Design decode_stage, sky130hd; sources not shown.
==> run_1/layer_met2.png <==
Scale: 4 px per µm.
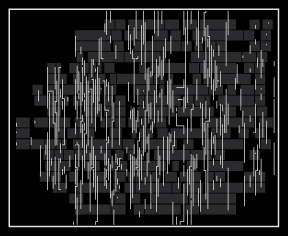
nets with wire on the layer = 210
share of all routed wire = 48%
longest straight run = 21.4 µm
met2 demand-to-capacity share in global routing: 34.2%
total detailed-routing wirelength: 3280 µm
via count: 1292

==> run_1/sizes.png <==
Scale: 8 px per µm.
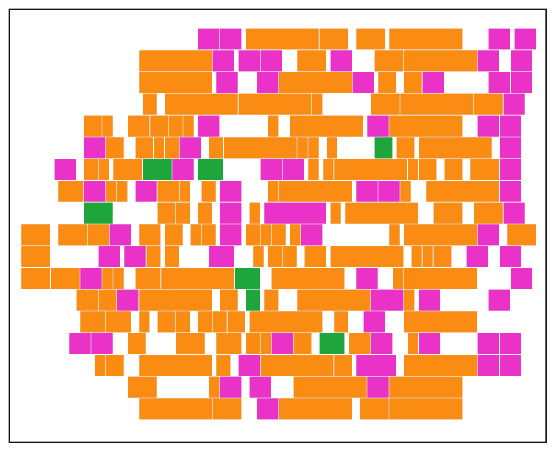
magenta -> _3 and _4 cells  # cells 70, share 32%
orange -> _0 and _1 cells  # cells 143, share 65%
green -> _2 cells  # cells 7, share 3.2%
final critical-path setup slack: 0.0832 ns
Design Area, Final: 2170 µm²
Area growth syn-to-layout: 40.0%
layout buffer count excluding clock buffers: 79

==> run_1/layer_met3.png <==
Scale: 4 px per µm.
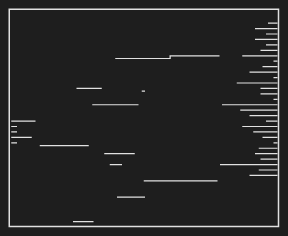
main direction = horizontal
longest straight run = 18.2 µm
wire length on this layer = 259 µm
met3 track demand over resource in global routing: 6.78%

==> flow_metrics.py, run 1 <==
# Physical implementation metrics
metrics = {
    "logic_synthesis": {
        "synth_cells": 147,
        "postSynthAreaPerCell_um2": 10.6,
        "yosysCellCount": 147,
        "floorplan.nets": 168,
        "postSynthSeqShare_pct": 54.8,
        "numSynthFlops": 34,
        "async_sr_flop_fraction_pct": 100,
        "netlist-cell-type-count": 40,
        "ys.warnings.count": 0,
        "yosys_area_um2": 1550,
        "synth.cell_area_um2": 1550,
        "flop_cell": "sky130_fd_sc_hd__dfrtp_1",
        "enable_flop_cells": 0,
    },
    "global_routing": {
        "grt_start_max_net_pins": 35,
        "antenna_violations_before_repair": 0,
        "grt.overflow.total": 0,
        "gr-usage-all-layers_pct": 20.5,
        "grt_first_pass_wirelength_um": 5240,
        "grt_pass1_vias": 1198,
    },
    "critical_path": {
        "setup.worst_path.end_class": "flop",
        "worst_setup_path_start_kind": "flop",
        "worst-endpoint-required_ns": 1.73,
        "timing.critical_path.arrival_ns": 1.65,
        "worst-setup-path-type": "reg2reg",
        "timing.critical_path.fanout_max": 4,
        "setup.reg_to_reg.worst_slack_ns": 0.08,
        "timing.reg2reg.worst_path_depth": 5,
    },
    "final_layout": {
        "fillCellCount": 240,
        "drive_above_1_share_pct": 35.0,
        "stdcell_count": 260,
        "fin_nets": 240,
        "largest_register_ffs": 8,
        "num_antenna_cells": 0,
    },
    "flow_run": {
        "max-cap-violations": 0,
        "number_of_warning_messages_in_the_logs": 27,
    },
    "floorplanning": {
        "rows": 18,
        "full_die_area_um2": 3610,
        "dieWidth_um": 66.9,
        "core_region_area_um2": 3150,
        "die-height_um": 53.9,
        "io-pin-count": 57,
        "floorplan.initialDensity_pct": 49.2,
    },
    "timing": {
        "clock_skews_ns": 0.00352,
        "finalMaxSlewViolations": 0,
        "hold_viol": 0,
        "fin_crit_ns": 1.42,
        "fin_worst_hold_slack_ns": 0.212,
        "finalClockPeriodUsage_pct": 94.5,
        "setup_repair_after_global_routing_missed_its_margin": "no",
        "timing.final.setup_violations": 0,
        "fmax_mhz": 706,
    },
    "pwr": {
        "max-vdd-ir-drop_mv": 0.361,
        "design_power_total_uw": 2040,
        "p_leak_uw": 0.00109,
        "power_density_nw_per_um2": 938,
    },
    "clocking": {
        "clock_h_tree_levels": 2,
        "cts_buf_count": 5,
        "clock.latency.late_pin_ns": 0.33,
        "clkSlewWorstSetupHoldPaths_ns": 0.09,
        "cts.path.max_buffers": 2,
        "cts_root_buf": "sky130_fd_sc_hd__clkbuf_4",
        "tritoncts": "yes",
        "clkSinkCount": 34,
        "hold_buffers": 0,
    },
    "placed_design": {
        "hpwl_um": 2600,
        "placed_cells": 251,
        "place.port_buffers": 55,
        "dpl-instance-area_um2": 2110,
        "gp_congestion": 0.810,
    },
    "detailed_routing": {
        "drtAntennaViolNets": 0,
        "route.layer.met1.wl_um": 1380,
        "amount_of_wire_on_met3_after_detailed_routing_um": 258,
        "top_layer_used": "met4",
        "routed_wl_met2_um": 1580,
        "routed_wire_length_per_instance_um": 12.6,
        "routed_via_density": 4.97,
        "drt_iter0_drc": 75,
        "detailedRoute.firstPassIterationCount": 4,
        "route.detailed.drc": 0,
    },
    "run_status": {
        "outcome": "completed",
    },
    "worst_hold_path": {
        "worst_hold_path_type": "in2async",
    },
}
## run 1: power breakdown
group | switching (µW) | leakage (µW) | total (µW) | internal (µW)
Combinational | 335 | 0.000604 | 547 | 211
Clock | 284 | 0.0000331 | 478 | 194
Sequential | 37.2 | 0.000456 | 1010 | 976
## run 1: layer usage
| metal | vias to the layer above | GRT usage, % |
|---|---|---|
| li1 | 627 | - |
| met1 | 607 | 24.1 |
| met2 | 52 | 34.2 |
| met3 | 6 | 6.78 |
| met4 | 0 | 9.57 |
| met5 | - | 0 |
## run 1: kinds of logic (layout without fill, tap and decap cells)
family	count (synthesis)	after routing	share of synthesized area (%)
AOI/OAI and AO/OA	27	27	10.8
xor gates and xnor gates	2	2	1.13
DFF	34	34	54.8
buffers and inverters	17	90	9.03
muxes	1	1	0.645
and+or+nand+nor	65	65	23.3
other	1	1	0.242
## run 1: through the flow
stage | utilization [%] | setup TNS (ns) | worst slack (ns)
finish | 68.9 | 0 | 0.0832
global placement | 66.8 | -2.99 | -0.154
CTS | 68.5 | 0 | 0.0622
global route | 68.9 | 0 | 0.00246
detailed placement | 66.8 | -4.57 | -0.238
floorplan | - | 0 | 0.160
## run 1: critical path, cell delays in order, from the launching register on
cell and delay [ns]:
sky130_fd_sc_hd__dfrtp_1 0.41, sky130_fd_sc_hd__or2b_1 0.30, sky130_fd_sc_hd__a21oi_1 0.13, sky130_fd_sc_hd__o31a_1 0.20
sky130_fd_sc_hd__o22ai_1 0.10, sky130_fd_sc_hd__and3_1 0.18
## run 1: synthesized netlist by cell type (all sizes together), types with 2 or more instances
library cell	instances	area (µm²)
a21oi	12	63.8
a31o	2	17.5
and2	6	37.5
and3	3	18.8
buf	12	101
clkbuf	2	27.5
dfrtp	34	851
inv	3	11.3
nand2	11	41.3
nand2b	4	32.5
nand3	2	10.0
nor2	20	77.6
nor2b	4	25.0
nor3	4	20.0
nor3b	2	15.0
nor4	2	27.5
o21ai	6	30.0
or2	2	15.0
or3	2	17.5
## run 1: what timing repair did
| action | 4_1_cts | 5_1_grt |
|---|---|---|
| setup buffers | 0 | 1 |
| gates resized | 0 | 1 |
| endpoints found under the setup margin | 0 | 2 |
## run 1: area by class of cell
cell class | instances | area, µm² | area share, %
Clock buffer | 6 | 45.0 | 2.07
Sequential cell | 34 | 851 | 39.2
Timing Repair Buffer | 79 | 641 | 29.5
Inverter | 3 | 11.3 | 0.518
Tap cell | 40 | 50.0 | 2.30
Multi-Input combinational cell | 96 | 566 | 26.0
Clock inverter | 2 | 8.76 | 0.403
## run 1: cells in the final DEF, fill, tap and decap left out, types with 4 or more instances in the layout
cell                               n
sky130_fd_sc_hd__buf_4            60
sky130_fd_sc_hd__dfrtp_1          34
sky130_fd_sc_hd__nor2_1           19
sky130_fd_sc_hd__clkdlybuf4s50_1  19
sky130_fd_sc_hd__nand2_1          11
sky130_fd_sc_hd__a21oi_1          11
sky130_fd_sc_hd__o21ai_0           6
sky130_fd_sc_hd__and2_1            6
sky130_fd_sc_hd__clkbuf_4          6
sky130_fd_sc_hd__nor2b_1           4
--- run 2 (diff from run 1) ---
--- a/config.mk
+++ b/config.mk
@@ -5,7 +5,6 @@
 export SDC_FILE = /design/constraint.sdc
 export NUM_CORES = 1
 export LEC_CHECK = 0
-export CAP_MARGIN = 20
 export CORE_ASPECT_RATIO = 0.8
 export CORE_UTILIZATION = 46
 export CTS_BUF_LIST = sky130_fd_sc_hd__clkbuf_4
==> run_2/layer_met3.png <==
Scale: 4 px per µm.
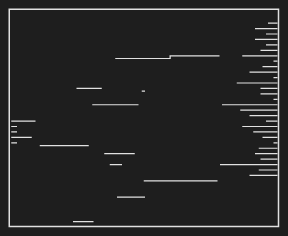
nets with wire on the layer = 40
wire length on this layer = 259 µm

==> run_2/sizes.png <==
Scale: 8 px per µm.
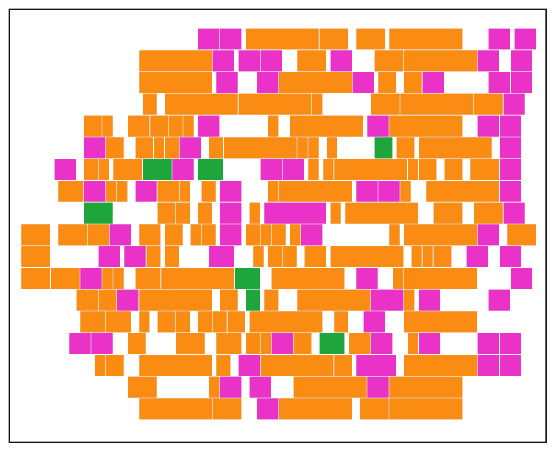
magenta -> _3 and _4 cells  # cells 70, share 32%
orange -> _0 and _1 cells  # cells 143, share 65%
green -> _2 cells  # cells 7, share 3.2%

==> flow_metrics.py, run 2 <==
# Physical implementation metrics
metrics = {
    "logic_synthesis": {
        "async_sr_flop_fraction_pct": 100,
        "synth_top_area_share_pct": 54.8,
        "postSynthAreaPerCell_um2": 10.6,
        "floorplan.nets": 168,
        "ys.warnings.count": 0,
        "enable_flop_cells": 0,
        "numSynthFlops": 34,
        "netlist-cell-type-count": 40,
        "netlist_top_cells_count": "34 x sky130_fd_sc_hd__dfrtp_1, 19 x sky130_fd_sc_hd__nor2_1, 11 x sky130_fd_sc_hd__a21oi_1, 11 x sky130_fd_sc_hd__nand2_1, 9 x sky130_fd_sc_hd__buf_4",
        "postSynthSeqShare_pct": 54.8,
        "post_synth_main_area_contributors": "sky130_fd_sc_hd__dfrtp_1 55%, sky130_fd_sc_hd__nor2_1 4.6%, sky130_fd_sc_hd__buf_4 4.4%",
        "flop_cell": "sky130_fd_sc_hd__dfrtp_1",
        "yosysCellCount": 147,
        "yosys_area_um2": 1550,
    },
    "final_layout": {
        "layout.cells.most_common_list": "60 x sky130_fd_sc_hd__buf_4, 34 x sky130_fd_sc_hd__dfrtp_1, 19 x sky130_fd_sc_hd__nor2_1, 19 x sky130_fd_sc_hd__clkdlybuf4s50_1",
        "syn_to_final_growth_pct": 40.0,
        "comb_cell_area_um2": 566,
        "num_antenna_cells": 0,
        "fillCellCount": 240,
        "fin_nets": 240,
        "drive_above_1_share_pct": 35.0,
    },
    "pwr": {
        "power_density_nw_per_um2": 938,
        "max-vdd-ir-drop_mv": 0.361,
        "p_leak_uw": 0.00109,
    },
    "run_status": {
        "outcome": "completed",
    },
    "floorplanning": {
        "full_die_area_um2": 3610,
        "io-pin-count": 57,
        "dieWidth_um": 66.9,
        "die-height_um": 53.9,
    },
    "flow_run": {
        "max-cap-violations": 0,
    },
    "global_routing": {
        "grt.overflow.total": 0,
        "grt_start_max_net_pins": 35,
        "grt.met1_usage_pct": 24.1,
        "antenna_violations_before_repair": 0,
    },
    "detailed_routing": {
        "routed_wire_length_per_instance_um": 12.6,
        "route.detailed.drc": 0,
        "drtAntennaViolNets": 0,
        "via_count": 1292,
        "detailedRoute.firstPassIterationCount": 4,
        "wl_um": 3280,
        "routed_via_density": 4.97,
    },
    "critical_path": {
        "timing.critical_path.fanout_max": 4,
        "worst-endpoint-required_ns": 1.73,
        "worst_setup_path_start_kind": "flop",
        "setup.reg_to_reg.worst_slack_ns": 0.08,
        "setup.worst_path.end_class": "flop",
        "timing.reg2reg.worst_path_depth": 5,
    },
    "timing": {
        "final.setup.tns_ns": 0,
        "timing.final.setup_violations": 0,
        "finalMaxSlewViolations": 0,
        "clock_skews_ns": 0.00352,
        "finalClockPeriodUsage_pct": 94.5,
    },
    "clocking": {
        "cts_buf_count": 5,
        "clkSinkCount": 34,
        "clock_h_tree_levels": 2,
        "tritoncts": "yes",
        "cts_root_buf": "sky130_fd_sc_hd__clkbuf_4",
        "hold_buffers": 0,
        "clkSlewWorstSetupHoldPaths_ns": 0.09,
    },
    "placed_design": {
        "dpl-instance-area_um2": 2110,
        "place.port_buffers": 55,
    },
}
==> run_2/logic_types.png <==
Scale: 8 px per µm.
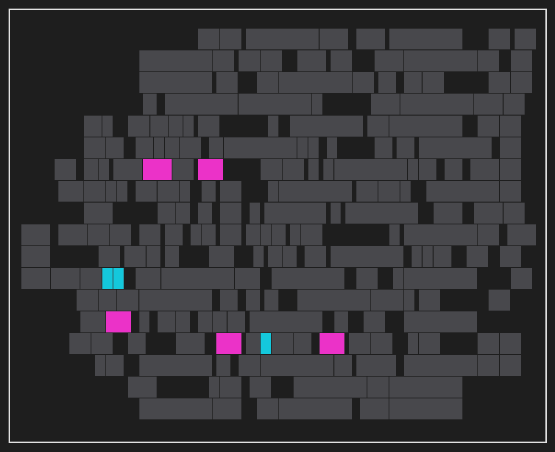
magenta -> AND-OR and OR-AND gates  # cells 5, most used a31o_2
cyan -> inverters  # cells 3, most used inv_1
Top cell excl fill/tap: sky130_fd_sc_hd__buf_4
number of non-filler instances in the completed layout: 260
logic share of the area: 26.0%

-- run 2: area by class of cell --
| class | instances | share of cell area, % |
|---|---|---|
| Clock buffer | 6 | 2.07 |
| Clock inverter | 2 | 0.403 |
| Inverter | 3 | 0.518 |
| Multi-Input combinational cell | 96 | 26.0 |
| Sequential cell | 34 | 39.2 |
| Tap cell | 40 | 2.30 |
| Timing Repair Buffer | 79 | 29.5 |
-- run 2: per-layer routing --
layer / up-vias / part of all wire, %
li1: 627 / -
met1: 607 / 42
met2: 52 / 48
met3: 6 / 7.9
met4: 0 / 1.9
met5: - / 0
-- run 2: cells by family (layout without fill, tap and decap cells) --
group	after synthesis	count (layout)	share of synthesized area, %
simple gates	65	65	23.3
flops	34	34	54.8
compound gates	27	27	10.8
buf+inv	17	90	9.03
xor+xnor	2	2	1.13
other cells	1	1	0.242
mux	1	1	0.645
-- run 2: report_power, final --
part	switching [µW]	internal (µW)
Clock	284	194
Sequential	37.2	976
Combinational	335	211
-- run 2: critical path: cells and delay by family, from the launching register on --
kind / cells / cell delay, ns
flip-flops: 1 / 0.41
AND/OR/NAND/NOR: 2 / 0.48
AND-OR/OR-AND: 3 / 0.43
-- run 2: metrics by stage --
step	setup slack, ns	cells	util [%]	power [µW]	hold slack, ns
floorplan	0.160	147	-	1370	-0.146
global placement	-0.154	251	66.8	1560	0.496
detailed placement	-0.238	251	66.8	1580	0.518
CTS	0.0622	259	68.5	2060	0.215
global route	0.00246	260	68.9	2150	0.235
finish	0.0832	260	68.9	2040	0.212
-- run 2: what timing repair did --
action	in CTS	in global routing
setup buffers	0	1
endpoints found under the setup margin	0	2
gates resized	0	1
No activity file was given, so power comes from the tool's default toggle rates.
